**config.mk**
```make
export PLATFORM = sky130hd
export DESIGN_NAME = fetch_unit_flat
export DESIGN_NICKNAME = d
export VERILOG_FILES = /design/src/rtl/fetch_pkg.sv /design/src/rtl/fetch_if.sv /design/src/rtl/fetch_fifo.sv /design/src/rtl/fetch_unit.sv /design/src/flat_wrapper.sv
export SDC_FILE = /design/constraint.sdc
export NUM_CORES = 1
export LEC_CHECK = 0
export CORE_UTILIZATION = 50
export DETAILED_ROUTE_END_ITERATION = 8
export PLACE_DENSITY_LB_ADDON = 0.12
export SKIP_CTS_REPAIR_TIMING = 1
export SLEW_MARGIN = 20
export SYNTH_ARGS = -nofsm -noshare
export SYNTH_HDL_FRONTEND = slang
export SYNTH_HIERARCHICAL = 1
export SYNTH_SLANG_ARGS = --single-unit
```
**constraint.sdc**
```tcl
create_clock -name clk -period 3.9 [get_ports clk]
set_clock_uncertainty 0.1 [all_clocks]
set_input_delay 0.78 -clock clk [delete_from_list [all_inputs] [get_ports clk]]
set_output_delay 0.78 -clock clk [all_outputs]
set_load 0.01 [all_outputs]
```
**src/rtl/fetch_pkg.sv**
```systemverilog
// fetch_pkg: shared types and constants for the instruction fetch stage.
//   fetch_entry_t : one buffered instruction with its PC
//   cnt_t         : counter wide enough for any legal buffer depth (2..16)
//   NOP_INS       : ADDI x0,x0,0, presented to decode when nothing is valid
//   PC_STEP       : byte distance between consecutive instruction words
package fetch_pkg;

    localparam logic [31:0] NOP_INS   = 32'h0000_0013;
    localparam logic [31:0] PC_STEP   = 32'd4;
    localparam int          MAX_DEPTH = 16;

    typedef logic [$clog2(MAX_DEPTH + 1)-1:0] cnt_t;

    typedef struct packed {
        logic [31:0] pc;
        logic [31:0] ins;
    } fetch_entry_t;

endpackage

```
**src/rtl/fetch_if.sv**
```systemverilog
// fetch_if: instruction-memory request/response bus plus the decode-side
// valid/ready handshake of the fetch stage.
//   master : the fetch unit (drives imem_req/imem_addr and id_valid/id_ins/id_pc)
//   slave  : the environment (memory and decode)
interface fetch_if;

    logic        imem_req;
    logic [31:0] imem_addr;
    logic        imem_gnt;
    logic        imem_rvalid;
    logic [31:0] imem_rdata;

    logic        id_valid;
    logic [31:0] id_ins;
    logic [31:0] id_pc;
    logic        id_ready;

    modport master (
        output imem_req, imem_addr,
        input  imem_gnt, imem_rvalid, imem_rdata,
        output id_valid, id_ins, id_pc,
        input  id_ready
    );

    modport slave (
        input  imem_req, imem_addr,
        output imem_gnt, imem_rvalid, imem_rdata,
        input  id_valid, id_ins, id_pc,
        output id_ready
    );

endinterface

```
**src/rtl/fetch_fifo.sv**
```systemverilog
// fetch_fifo: registered instruction buffer (no bypass).
//   clk, Rst     : clock and asynchronous active-high reset
//   push, wdata  : write one entry (never asserted while full)
//   pop, rdata   : rdata is the head entry, pop advances it (never while empty)
//   flush        : empties the buffer; wins over push and pop
//   count        : number of valid entries
//   empty, full  : occupancy flags
module fetch_fifo
    import fetch_pkg::*;
#(
    parameter int DEPTH = 4
) (
    input  logic         clk,
    input  logic         Rst,
    input  logic         push,
    input  logic         pop,
    input  logic         flush,
    input  fetch_entry_t wdata,
    output fetch_entry_t rdata,
    output cnt_t         count,
    output logic         empty,
    output logic         full
);

    localparam int AW = $clog2(DEPTH);

    fetch_entry_t        mem [DEPTH];
    logic [AW-1:0]       rd_ptr;
    logic [AW-1:0]       wr_ptr;

    // Pointers wrap on their own because DEPTH is a power of two.
    // NOTE: sequential state uses non-blocking assignments so every flop
    // samples the pre-edge values regardless of statement order.
    always_ff @(posedge clk or posedge Rst) begin
        if (Rst) begin
            rd_ptr <= '0;
            wr_ptr <= '0;
            count  <= '0;
        end else if (flush) begin
            rd_ptr <= '0;
            wr_ptr <= '0;
            count  <= '0;
        end else begin
            if (push) wr_ptr <= wr_ptr + AW'(1);
            if (pop)  rd_ptr <= rd_ptr + AW'(1);
            count <= count + cnt_t'(push) - cnt_t'(pop);
        end
    end

    // NOTE: the storage array has no reset; entries are only observed once
    // count says they were written, so clearing them would buy nothing.
    always_ff @(posedge clk) begin
        if (push && !flush) mem[wr_ptr] <= wdata;
    end

    assign rdata = mem[rd_ptr];
    assign empty = (count == '0);
    assign full  = (count == cnt_t'(DEPTH));

endmodule

```
**src/rtl/fetch_unit.sv**
```systemverilog
// fetch_unit: instruction fetch stage producing {pc, ins} pairs for decode.
//   clk, Rst    : clock and asynchronous active-high reset
//   bus         : fetch_if.master - imem request/grant, in-order responses,
//                 and the id_valid/id_ready handshake towards decode
//   redirect    : one-cycle pulse from execute restarting fetch
//   redirect_pc : new fetch address (low two bits ignored)
// Requests are credit based: words in flight plus words buffered never exceed
// DEPTH, so every response has a free buffer slot. On redirect, the words
// still in flight are counted in `kill` and discarded as they return.
module fetch_unit
    import fetch_pkg::*;
#(
    parameter logic [31:0] RESET_PC = 32'h0000_0000,
    parameter int          DEPTH    = 4
) (
    input  logic        clk,
    input  logic        Rst,
    fetch_if.master     bus,
    input  logic        redirect,
    input  logic [31:0] redirect_pc
);

    logic [31:0]  fetch_pc;
    logic [31:0]  resp_pc;
    logic [31:0]  redirect_base;
    cnt_t         outstanding;
    cnt_t         kill;
    cnt_t         count;
    cnt_t         left_after_resp;
    logic         grant;
    logic         push;
    logic         pop;
    logic         empty;
    logic         full;
    logic         unused_sigs;
    fetch_entry_t head;
    fetch_entry_t wentry;

    assign redirect_base   = {redirect_pc[31:2], 2'b00};
    assign left_after_resp = outstanding - cnt_t'(bus.imem_rvalid);

    // Reset gates the request combinationally so it drops with the async reset.
    assign bus.imem_req  = !Rst && !redirect && ((outstanding + count) < cnt_t'(DEPTH));
    assign bus.imem_addr = fetch_pc;
    assign grant         = bus.imem_req && bus.imem_gnt;

    // Stale words (kill > 0) and anything arriving with a redirect are dropped.
    assign push   = bus.imem_rvalid && (kill == '0) && !redirect;
    assign pop    = bus.id_valid && bus.id_ready;
    assign wentry = '{pc: resp_pc, ins: bus.imem_rdata};

    // Credits make the full flag redundant; the low redirect bits are masked.
    assign unused_sigs = ^{redirect_pc[1:0], full};

    always_ff @(posedge clk or posedge Rst) begin
        if (Rst) begin
            fetch_pc    <= RESET_PC;
            resp_pc     <= RESET_PC;
            outstanding <= '0;
            kill        <= '0;
        end else if (redirect) begin
            // No grant is possible here, only a response can retire.
            fetch_pc    <= redirect_base;
            resp_pc     <= redirect_base;
            outstanding <= left_after_resp;
            kill        <= left_after_resp;
        end else begin
            if (grant) fetch_pc <= fetch_pc + PC_STEP;
            outstanding <= outstanding + cnt_t'(grant) - cnt_t'(bus.imem_rvalid);
            if (bus.imem_rvalid) begin
                if (kill != '0) kill    <= kill - cnt_t'(1);
                else            resp_pc <= resp_pc + PC_STEP;
            end
        end
    end

    fetch_fifo #(.DEPTH(DEPTH)) u_fifo (
        .clk   (clk),
        .Rst   (Rst),
        .push  (push),
        .pop   (pop),
        .flush (redirect),
        .wdata (wentry),
        .rdata (head),
        .count (count),
        .empty (empty),
        .full  (full)
    );

    // NOTE: every output gets a default before the condition so the block
    // stays purely combinational and no latch is inferred.
    always_comb begin
        bus.id_valid = !empty;
        bus.id_ins   = NOP_INS;
        bus.id_pc    = '0;
        if (!empty) begin
            bus.id_ins = head.ins;
            bus.id_pc  = head.pc;
        end
    end

endmodule

```
**src/flat_wrapper.sv**
```systemverilog
// flat-port wrapper written by rule: the top's interface ports become plain ports
module fetch_unit_flat import fetch_pkg::*;
#(
    parameter logic [31:0] RESET_PC = 32'h0000_0000,
    parameter int          DEPTH    = 4
)
  (clk, Rst, redirect, redirect_pc, bus_imem_req, bus_imem_addr, bus_imem_gnt, bus_imem_rvalid, bus_imem_rdata, bus_id_valid, bus_id_ins, bus_id_pc, bus_id_ready);
  fetch_if bus_i ();
  input  logic clk;
  input  logic Rst;
  input  logic redirect;
  input  logic [31:0] redirect_pc;
  output wire logic [$bits(bus_i.imem_req)-1:0] bus_imem_req;
  output wire logic [$bits(bus_i.imem_addr)-1:0] bus_imem_addr;
  input wire logic [$bits(bus_i.imem_gnt)-1:0] bus_imem_gnt;
  input wire logic [$bits(bus_i.imem_rvalid)-1:0] bus_imem_rvalid;
  input wire logic [$bits(bus_i.imem_rdata)-1:0] bus_imem_rdata;
  output wire logic [$bits(bus_i.id_valid)-1:0] bus_id_valid;
  output wire logic [$bits(bus_i.id_ins)-1:0] bus_id_ins;
  output wire logic [$bits(bus_i.id_pc)-1:0] bus_id_pc;
  input wire logic [$bits(bus_i.id_ready)-1:0] bus_id_ready;
  assign bus_imem_req = bus_i.imem_req;
  assign bus_imem_addr = bus_i.imem_addr;
  assign bus_i.imem_gnt = bus_imem_gnt;
  assign bus_i.imem_rvalid = bus_imem_rvalid;
  assign bus_i.imem_rdata = bus_imem_rdata;
  assign bus_id_valid = bus_i.id_valid;
  assign bus_id_ins = bus_i.id_ins;
  assign bus_id_pc = bus_i.id_pc;
  assign bus_i.id_ready = bus_id_ready;
  fetch_unit #(.RESET_PC(RESET_PC), .DEPTH(DEPTH)) u_core (.clk(clk), .Rst(Rst), .bus(bus_i), .redirect(redirect), .redirect_pc(redirect_pc));
endmodule
```
**Signal wires on met4**

Drawn at 3 px/um. Supply wires on this layer in grey. Cells faint in the background.
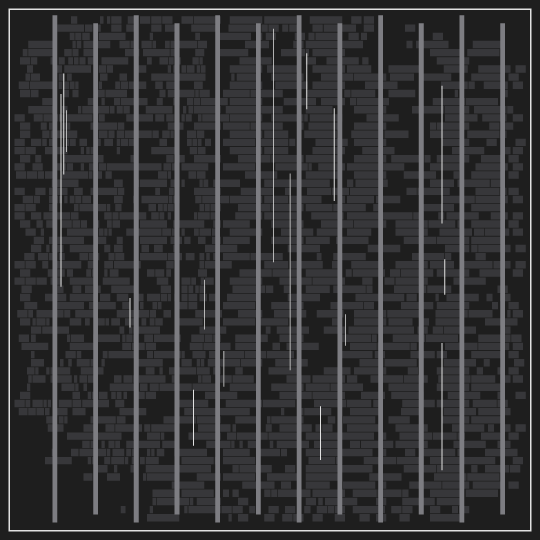
share of all routed wire: 1.6%
longest straight run: 77.5 um
main direction: vertical
wire length on this layer: 486 um
nets with wire on the layer: 9
routed vias: 8716
Routed Wire Length: 30200 um

**Where the registers sit**

Drawn at 3 px/um.
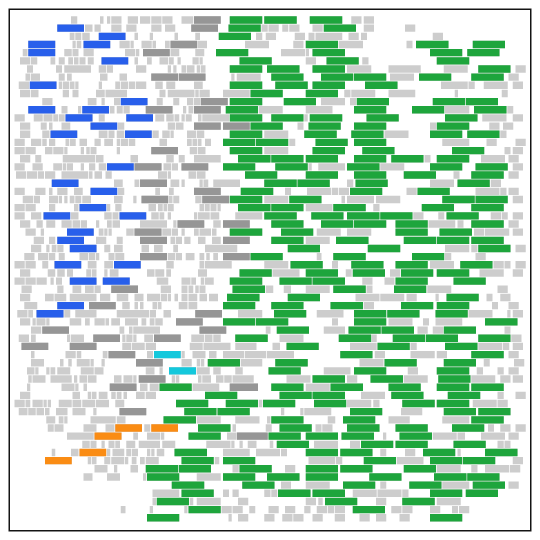
[u_core/u_fifo/wr_ptr] cyan | flops: 2
[u_core/u_fifo/mem] green | flops: 256
[u_core/bus.imem_addr] blue | flops: 30
[u_core/u_fifo/count] orange | flops: 5 | where: south-west
FF+latch area: 9670 um^2
Seq area share: 0.536
Final Core Density: 0.627
Seq. pwr: 4.28 mW

**Clock routing**

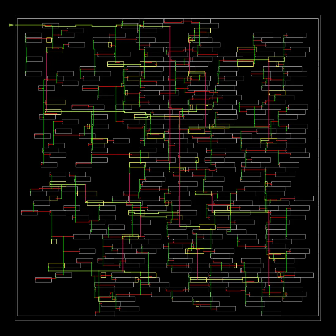
CTS Buf Count: 36
Power Clock: 3.31 mW
flip-flops: 335

==> worst max path at each step <==
stage / startpoint / to / slack (ns) / cells after the start
after floorplan: u_core/outstanding[1]$_DFF_PP0_ / u_core/outstanding[4]$_DFF_PP0_ / 0.12 / 16
after global placement: Rst / u_core/outstanding[4]$_DFF_PP0_ / 0.21 / 14
after detailed placement: Rst / u_core/outstanding[4]$_DFF_PP0_ / 0.18 / 14
after CTS: u_core/u_fifo/rd_ptr[0]$_DFFE_PP0P_ / bus_id_pc[18] / 0.19 / 4
after global routing: u_core/outstanding[1]$_DFF_PP0_ / u_core/outstanding[4]$_DFF_PP0_ / 0.08 / 14
final: u_core/u_fifo/rd_ptr[0]$_DFFE_PP0P_ / bus_id_pc[18] / 0.28 / 4
==> impl_metrics.py <==
# Physical implementation metrics
metrics = {
    "outcome": {
        "status": "finished clean",
    },
    "yosys": {
        "ys_warn_count": 6,
        "syn_area_um2": 14700,
        "syn-instance-count": 953,
        "postSynthAreaPerCell_um2": 15.4,
    },
    "pwr": {
        "p_leak_nw": 6.13,
        "power_density_nw_per_um2": 607,
        "internal-power_mw": 7.89,
        "seq_power_share": 0.391,
        "comb_power_mw": 3.36,
        "power_frac_clock": 0.302,
        "power.total_mw": 11.0,
        "sw_frac_of_total": 0.280,
        "p_comb_frac": 0.307,
        "power.switching_mw": 3.07,
    },
    "placement": {
        "place_inst": 1486,
        "dp_hpwl_um": 19700,
        "place_area_um2": 16900,
        "io_buffers": 163,
        "place_ws_ns": 0.180,
        "gp_congestion": 0.824,
    },
    "worst_hold_path": {
        "hp-class": "reg2reg",
        "min_path_cells": 1,
        "worstHoldStart": "u_core/outstanding[4]$_DFF_PP0_",
    },
    "worst_setup_path": {
        "r2r_cells": 14,
        "rrSetupSlack_ns": 0.30,
        "cpMaxStageDelayCell": "dfrtp_4",
        "critPathBufInv": 2,
        "arrival_ns": 2.74,
        "cpLargestDelayFamily": "buffers and inverters",
        "reg2reg_to": "u_core/outstanding[4]$_DFF_PP0_",
        "critPathMaxStageDelay_ns": 0.69,
        "regToRegStartpoint": "u_core/outstanding[1]$_DFF_PP0_",
        "cp-end-kind": "output pin",
        "worstSetupPathType": "reg2out",
        "startpoint_type": "flip-flop",
        "worstPathMaxFanout": 19,
        "crit_required_ns": 3.02,
    },
    "drt": {
        "drtAntennaViolNets": 0,
        "route.met2.wl_um": 14400,
        "wl_met1_um": 13700,
        "met3WireLength_um": 1700,
        "via_per_inst": 5.63,
        "drt-initial-drc-count": 672,
        "route.detailed.drc": 0,
        "routedWlPerCell_um": 19.5,
        "top_layer": "met4",
        "drtPass1Iterations": 5,
    },
    "finish": {
        "clkCellAreaFrac": 0.0640,
        "stdcell_count": 1549,
        "num-clock-buffers": 42,
        "n_all_inverters": 37,
        "comb_area_share": 0.259,
        "regMostFlops": "u_core/u_fifo/mem",
        "final_area_um2": 18000,
        "final_cell_mix": "edfxtp_1, clkdlybuf4s50_1, dfrtp_1",
        "dominant_cells": "registers",
        "comb_cells": 543,
        "drive_gt1_frac": 0.143,
        "synthToLayoutAreaGrowth_pct": 22.9,
        "fillCellCount": 2119,
        "nNetsFinal": 1238,
        "n_all_buffers": 187,
        "diodes": 0,
    },
    "grt": {
        "globalRouteMet2Util": 0.331,
        "grt_pass1_vias": 8750,
        "antenna_found_initial": 0,
        "grt_use_met3": 0.0342,
        "grtUsageMet1": 0.304,
        "busiest_layer": "met2",
        "grt_usage": 0.209,
        "grt_max_degree": 58,
        "gr-total-overflow": 0,
    },
    "sta": {
        "finalSetupViolations": 0,
        "hold_violations": 0,
        "finalMaxSlewViolations": 0,
        "period_used_share": 0.929,
        "finalSetupTns_ns": 0,
        "rsz0062_at_grt": "no",
        "timing.fmax_mhz": 276,
        "fin_hold_ws_ns": 0.478,
        "tightestPinTransition_ns": 0.648,
        "relSlewSlack": 0.564,
    },
    "floorplanning": {
        "initial_utilization": 0.510,
        "die_height_um": 173,
        "die_w_um": 173,
        "ioPinCount": 168,
    },
    "clock_tree": {
        "htreeDepth": 2,
        "insertion_delay_ns": 0.50,
        "clock-sinks": 335,
        "clockBufferDepth": 3,
        "clkTransAtPathRegs_ns": 0.06,
        "cts_root_buf": "clkbuf_16",
    },
    "run": {
        "tool_warnings": 35,
    },
}
Power figures rest on the tool's default switching activity, not on a simulated workload.
